--- src/rtl/reset_seq_pkg.sv ---
// Shared definitions for the reset release sequencer: FSM state encoding,
// stage-index width and the counter-width helper.
package reset_seq_pkg;

  // Width of the stage index and of the FAIL_STAGE output (up to 16 stages).
  localparam int STAGE_IDX_W = 4;

  typedef enum logic [2:0] {
    ST_WAIT_FAB = 3'd0,
    ST_HOLD     = 3'd1,
    ST_WAIT_RDY = 3'd2,
    ST_DONE     = 3'd3,
    ST_ERROR    = 3'd4
  } seq_state_e;

  // Bits needed for a counter that must be able to hold max(a, b).
  function automatic int cnt_width(input int a, input int b);
    int m;
    m = (a > b) ? a : b;
    if (m < 1) begin
      return 1;
    end else begin
      return $clog2(m + 1);
    end
  endfunction

endpackage

--- src/rtl/reset_sync_2ff.sv ---
// Two-flop synchronizer for an asynchronous active-high-release reset level.
// The synchronized output is forced low while rst_i is asserted, so a
// release is never reported until two clean edges have passed.
module reset_sync_2ff (
  input  logic clk_i,
  input  logic rst_i,
  input  logic async_i,
  output logic sync_o
);

  logic meta_q;
  logic sync_q;

  // Two-stage metastability filter on the asynchronous input.
  always_ff @(posedge clk_i or posedge rst_i) begin
    if (rst_i) begin
      meta_q <= 1'b0;
      sync_q <= 1'b0;
    end else begin
      meta_q <= async_i;
      sync_q <= meta_q;
    end
  end

  assign sync_o = sync_q;

endmodule

--- src/rtl/reset_release_sequencer.sv ---
// Ordered, handshaked release of per-subsystem resets. After the fabric
// release is seen, each stage is held for HOLD_CYCLES, released, and must
// raise its ready before the next stage starts. A stalled stage or a ready
// drop after completion parks the block in ERROR until a restart.
module reset_release_sequencer
  import reset_seq_pkg::*;
#(
  parameter int NUM_STAGES     = 4,
  parameter int HOLD_CYCLES    = 16,
  parameter int TIMEOUT_CYCLES = 1024
) (
  input  logic                   CLK,
  input  logic                   RST,
  input  logic                   FABRIC_RESET_N,
  input  logic                   SOFT_RST_REQ,
  input  logic [NUM_STAGES-1:0]  STAGE_READY,
  output logic [NUM_STAGES-1:0]  STAGE_RESET_N,
  output logic                   ALL_READY,
  output logic                   BUSY,
  output logic                   TIMEOUT_ERR,
  output logic [STAGE_IDX_W-1:0] FAIL_STAGE
);

  localparam int CNT_W = cnt_width(HOLD_CYCLES, TIMEOUT_CYCLES);
  localparam bit TO_EN = (TIMEOUT_CYCLES > 0);
  localparam logic [CNT_W-1:0] HOLD_LAST = CNT_W'(HOLD_CYCLES - 1);
  localparam logic [CNT_W-1:0] TO_LAST   = TO_EN ? CNT_W'(TIMEOUT_CYCLES - 1) : {CNT_W{1'b0}};
  localparam logic [CNT_W-1:0] CNT_MAX   = {CNT_W{1'b1}};
  localparam logic [STAGE_IDX_W-1:0] LAST_IDX = STAGE_IDX_W'(NUM_STAGES - 1);

  logic fab_ok;

  seq_state_e             state_q, state_d;
  logic [STAGE_IDX_W-1:0] stage_q, stage_d;
  logic [CNT_W-1:0]       cnt_q, cnt_d;
  logic [STAGE_IDX_W-1:0] fail_q, fail_d;
  logic [NUM_STAGES-1:0]  ready_q;
  logic [NUM_STAGES-1:0]  rst_n_q, rst_n_d;
  logic                   all_ready_q, busy_q, err_q;

  logic                   cur_ready;
  logic [NUM_STAGES-1:0]  fall;
  logic [STAGE_IDX_W-1:0] low_fall_idx;
  logic [CNT_W-1:0]       cnt_inc;

  reset_sync_2ff u_fab_sync (
    .clk_i   (CLK),
    .rst_i   (RST),
    .async_i (FABRIC_RESET_N),
    .sync_o  (fab_ok)
  );

  assign fall    = ready_q & ~STAGE_READY;
  assign cnt_inc = (cnt_q == CNT_MAX) ? cnt_q : cnt_q + CNT_W'(1);

  // Select the ready of the active stage and find the lowest falling ready.
  always_comb begin
    cur_ready    = 1'b0;
    low_fall_idx = {STAGE_IDX_W{1'b0}};
    for (int i = 0; i < NUM_STAGES; i++) begin
      if (stage_q == STAGE_IDX_W'(i)) begin
        cur_ready = STAGE_READY[i];
      end else begin
        cur_ready = cur_ready;
      end
    end
    for (int i = NUM_STAGES - 1; i >= 0; i--) begin
      if (fall[i]) begin
        low_fall_idx = STAGE_IDX_W'(i);
      end else begin
        low_fall_idx = low_fall_idx;
      end
    end
  end

  // Sequencer next-state logic; restart events override every state.
  always_comb begin
    state_d = state_q;
    stage_d = stage_q;
    cnt_d   = cnt_q;
    fail_d  = fail_q;
    if (!fab_ok) begin
      state_d = ST_WAIT_FAB;
      stage_d = {STAGE_IDX_W{1'b0}};
      cnt_d   = {CNT_W{1'b0}};
      fail_d  = {STAGE_IDX_W{1'b0}};
    end else if (SOFT_RST_REQ) begin
      state_d = ST_HOLD;
      stage_d = {STAGE_IDX_W{1'b0}};
      cnt_d   = {CNT_W{1'b0}};
      fail_d  = {STAGE_IDX_W{1'b0}};
    end else begin
      case (state_q)
        ST_WAIT_FAB: begin
          state_d = ST_HOLD;
          stage_d = {STAGE_IDX_W{1'b0}};
          cnt_d   = {CNT_W{1'b0}};
        end
        ST_HOLD: begin
          if (cnt_q == HOLD_LAST) begin
            state_d = ST_WAIT_RDY;
            cnt_d   = {CNT_W{1'b0}};
          end else begin
            cnt_d = cnt_inc;
          end
        end
        ST_WAIT_RDY: begin
          // Ready is checked first so it wins over a simultaneous expiry.
          if (cur_ready) begin
            cnt_d = {CNT_W{1'b0}};
            if (stage_q == LAST_IDX) begin
              state_d = ST_DONE;
            end else begin
              state_d = ST_HOLD;
              stage_d = stage_q + STAGE_IDX_W'(1);
            end
          end else if (TO_EN && (cnt_q == TO_LAST)) begin
            state_d = ST_ERROR;
            fail_d  = stage_q;
          end else begin
            cnt_d = cnt_inc;
          end
        end
        ST_DONE: begin
          if (|fall) begin
            state_d = ST_ERROR;
            fail_d  = low_fall_idx;
          end else begin
            state_d = ST_DONE;
          end
        end
        ST_ERROR: begin
          state_d = ST_ERROR;
        end
        default: begin
          state_d = ST_WAIT_FAB;
          stage_d = {STAGE_IDX_W{1'b0}};
          cnt_d   = {CNT_W{1'b0}};
          fail_d  = {STAGE_IDX_W{1'b0}};
        end
      endcase
    end
  end

  // Release mask follows the next state: earlier stages stay released.
  always_comb begin
    rst_n_d = {NUM_STAGES{1'b0}};
    for (int i = 0; i < NUM_STAGES; i++) begin
      case (state_d)
        ST_DONE:     rst_n_d[i] = 1'b1;
        ST_HOLD:     rst_n_d[i] = (STAGE_IDX_W'(i) <  stage_d);
        ST_WAIT_RDY: rst_n_d[i] = (STAGE_IDX_W'(i) <= stage_d);
        default:     rst_n_d[i] = 1'b0;
      endcase
    end
  end

  // State, counters and registered outputs.
  always_ff @(posedge CLK or posedge RST) begin
    if (RST) begin
      state_q     <= ST_WAIT_FAB;
      stage_q     <= {STAGE_IDX_W{1'b0}};
      cnt_q       <= {CNT_W{1'b0}};
      fail_q      <= {STAGE_IDX_W{1'b0}};
      ready_q     <= {NUM_STAGES{1'b0}};
      rst_n_q     <= {NUM_STAGES{1'b0}};
      all_ready_q <= 1'b0;
      busy_q      <= 1'b1;
      err_q       <= 1'b0;
    end else begin
      state_q     <= state_d;
      stage_q     <= stage_d;
      cnt_q       <= cnt_d;
      fail_q      <= fail_d;
      ready_q     <= STAGE_READY;
      rst_n_q     <= rst_n_d;
      all_ready_q <= (state_d == ST_DONE);
      busy_q      <= (state_d == ST_WAIT_FAB) || (state_d == ST_HOLD) ||
                     (state_d == ST_WAIT_RDY);
      err_q       <= (state_d == ST_ERROR);
    end
  end

  assign STAGE_RESET_N = rst_n_q;
  assign ALL_READY     = all_ready_q;
  assign BUSY          = busy_q;
  assign TIMEOUT_ERR   = err_q;
  assign FAIL_STAGE    = fail_q;

endmodule

--- config.mk ---
export PLATFORM = sky130hd
export DESIGN_NAME = reset_release_sequencer
export DESIGN_NICKNAME = d
export VERILOG_FILES = /design/src/rtl/reset_seq_pkg.sv /design/src/rtl/reset_sync_2ff.sv /design/src/rtl/reset_release_sequencer.sv
export SDC_FILE = /design/constraint.sdc
export NUM_CORES = 1
export LEC_CHECK = 0
export CAP_MARGIN = 20
export CORE_MARGIN = 1.5
export CORE_UTILIZATION = 30
export DETAILED_ROUTE_END_ITERATION = 16
export SYNTH_ARGS = -nofsm -noshare
export SYNTH_HDL_FRONTEND = slang
export SYNTH_SLANG_ARGS = --single-unit
--- constraint.sdc ---
create_clock -name CLK -period 7.4 [get_ports CLK]
set_clock_uncertainty 0.15 [all_clocks]
set_input_delay 1.48 -clock CLK [delete_from_list [all_inputs] [get_ports CLK]]
set_output_delay 1.48 -clock CLK [all_outputs]
set_load 0.1 [all_outputs]
==> deck_impl_summary.md <==
Flow Results at a Glance

Outcome
  – Status: finished, final reports clean

Final timing
  – F_max: 0.268 GHz
  – Final setup fails: 0

Pwr
  – PD cells: 161 mW/mm²
  – Comb. pwr: 0.0224 mW
  – Power Sequential: 0.196 mW
  – Total power: 0.369 mW
  – Sw Pwr: 0.0818 mW
  – Gate power share: 6.1%

Placed design
  – Placement Cell Area: 0.00219 mm²
  – Placed Cells incl. Taps: about 300
  – Dpl hpwl: between 3000 and 4000 µm

Critical path
  – Req. time, crit path: 7440 ps
  – CP max stage delay: 500 ps
  – CP Launch Type: input pin
  – Top Family by Delay on Critical Path: AND-OR/OR-AND gates
  – Critical path type: in2reg
  – Worst R2R Start: stage_q[0]
  – WP buf/inv: 1

Clock tree
  – TritonCTS clock tree: done
  – Setup Buffers After CTS: 0
  – CTS Hold Bufs: 0

GRT
  – Initial antenna violation count: 0
  – GRT met3 Usage: 3.48%

Job
  – Max_cap viols: 0

Die
  – DIE HEIGHT: between 80 and 90 µm
  – Tapcells: 77

Cells and area
  – Clock buf/inv share: 4.36%
  – NonClk Buf Share: 8.18%

Routing
  – Metal3 WL: roughly 240 µm
  – DRC Markers: 0

Worst hold path
  – Hold Crit Class: reg2reg

Synthesis
  – Mapped cell area: 0.00193 mm²
  – EDFF count, synth: 0
  – XOR/XNOR Area Share: 2.27%
  – Syn Nets: 222
  – Ys async rst share: 100%
  – Syn. warnings: 0
Fig. 1: met2 routing
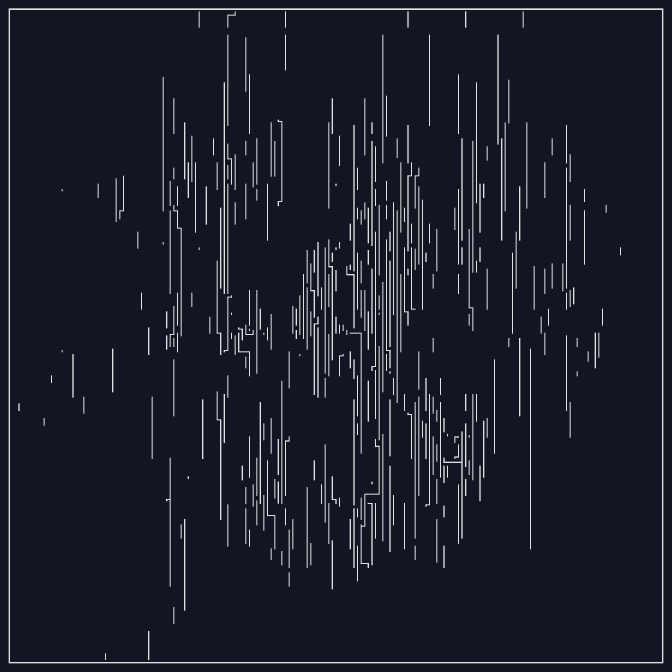
The layer holds 42% of the routed length. The layer carries 1780 µm of wire.

Fig. 2: track usage over the die
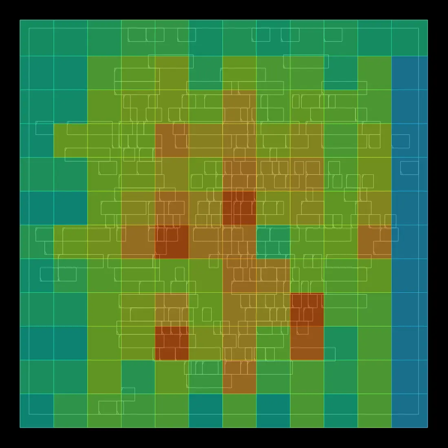
wire per inst: 13.9 µm
Final Core Density: 36.5%

Fig. 3: cell area per tile
8 x 8 tiles, from white (low) to dark blue (high), 0 to 100% covered.
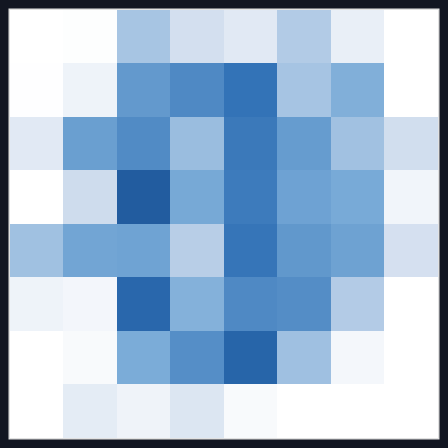
4.7% of the tiles are over 75% full. The emptiest ninth of the die: south-east. The mean over all tiles is 32%. The densest ninth of the die: center. The fullest tile reaches 82%.

Fig. 4: routed metal, one color a layer
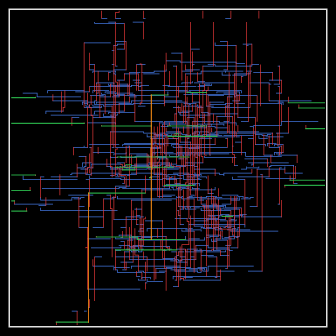
M4: marked orange, wire length 72.1 µm. M1: marked blue, wire length 2190 µm. M3: marked green, wire length 241 µm. M2: marked red, wire length 1780 µm.

Fig. 5: selected gate families
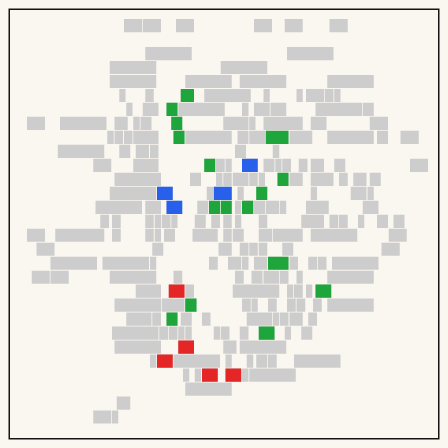
xor and xnor cells: marked red, cells 5, where south. and/or cells: marked green, cells 16. non-inverting ao/oa cells: marked blue, cells 4, where center.

Power is estimated from default activity; no workload was simulated.
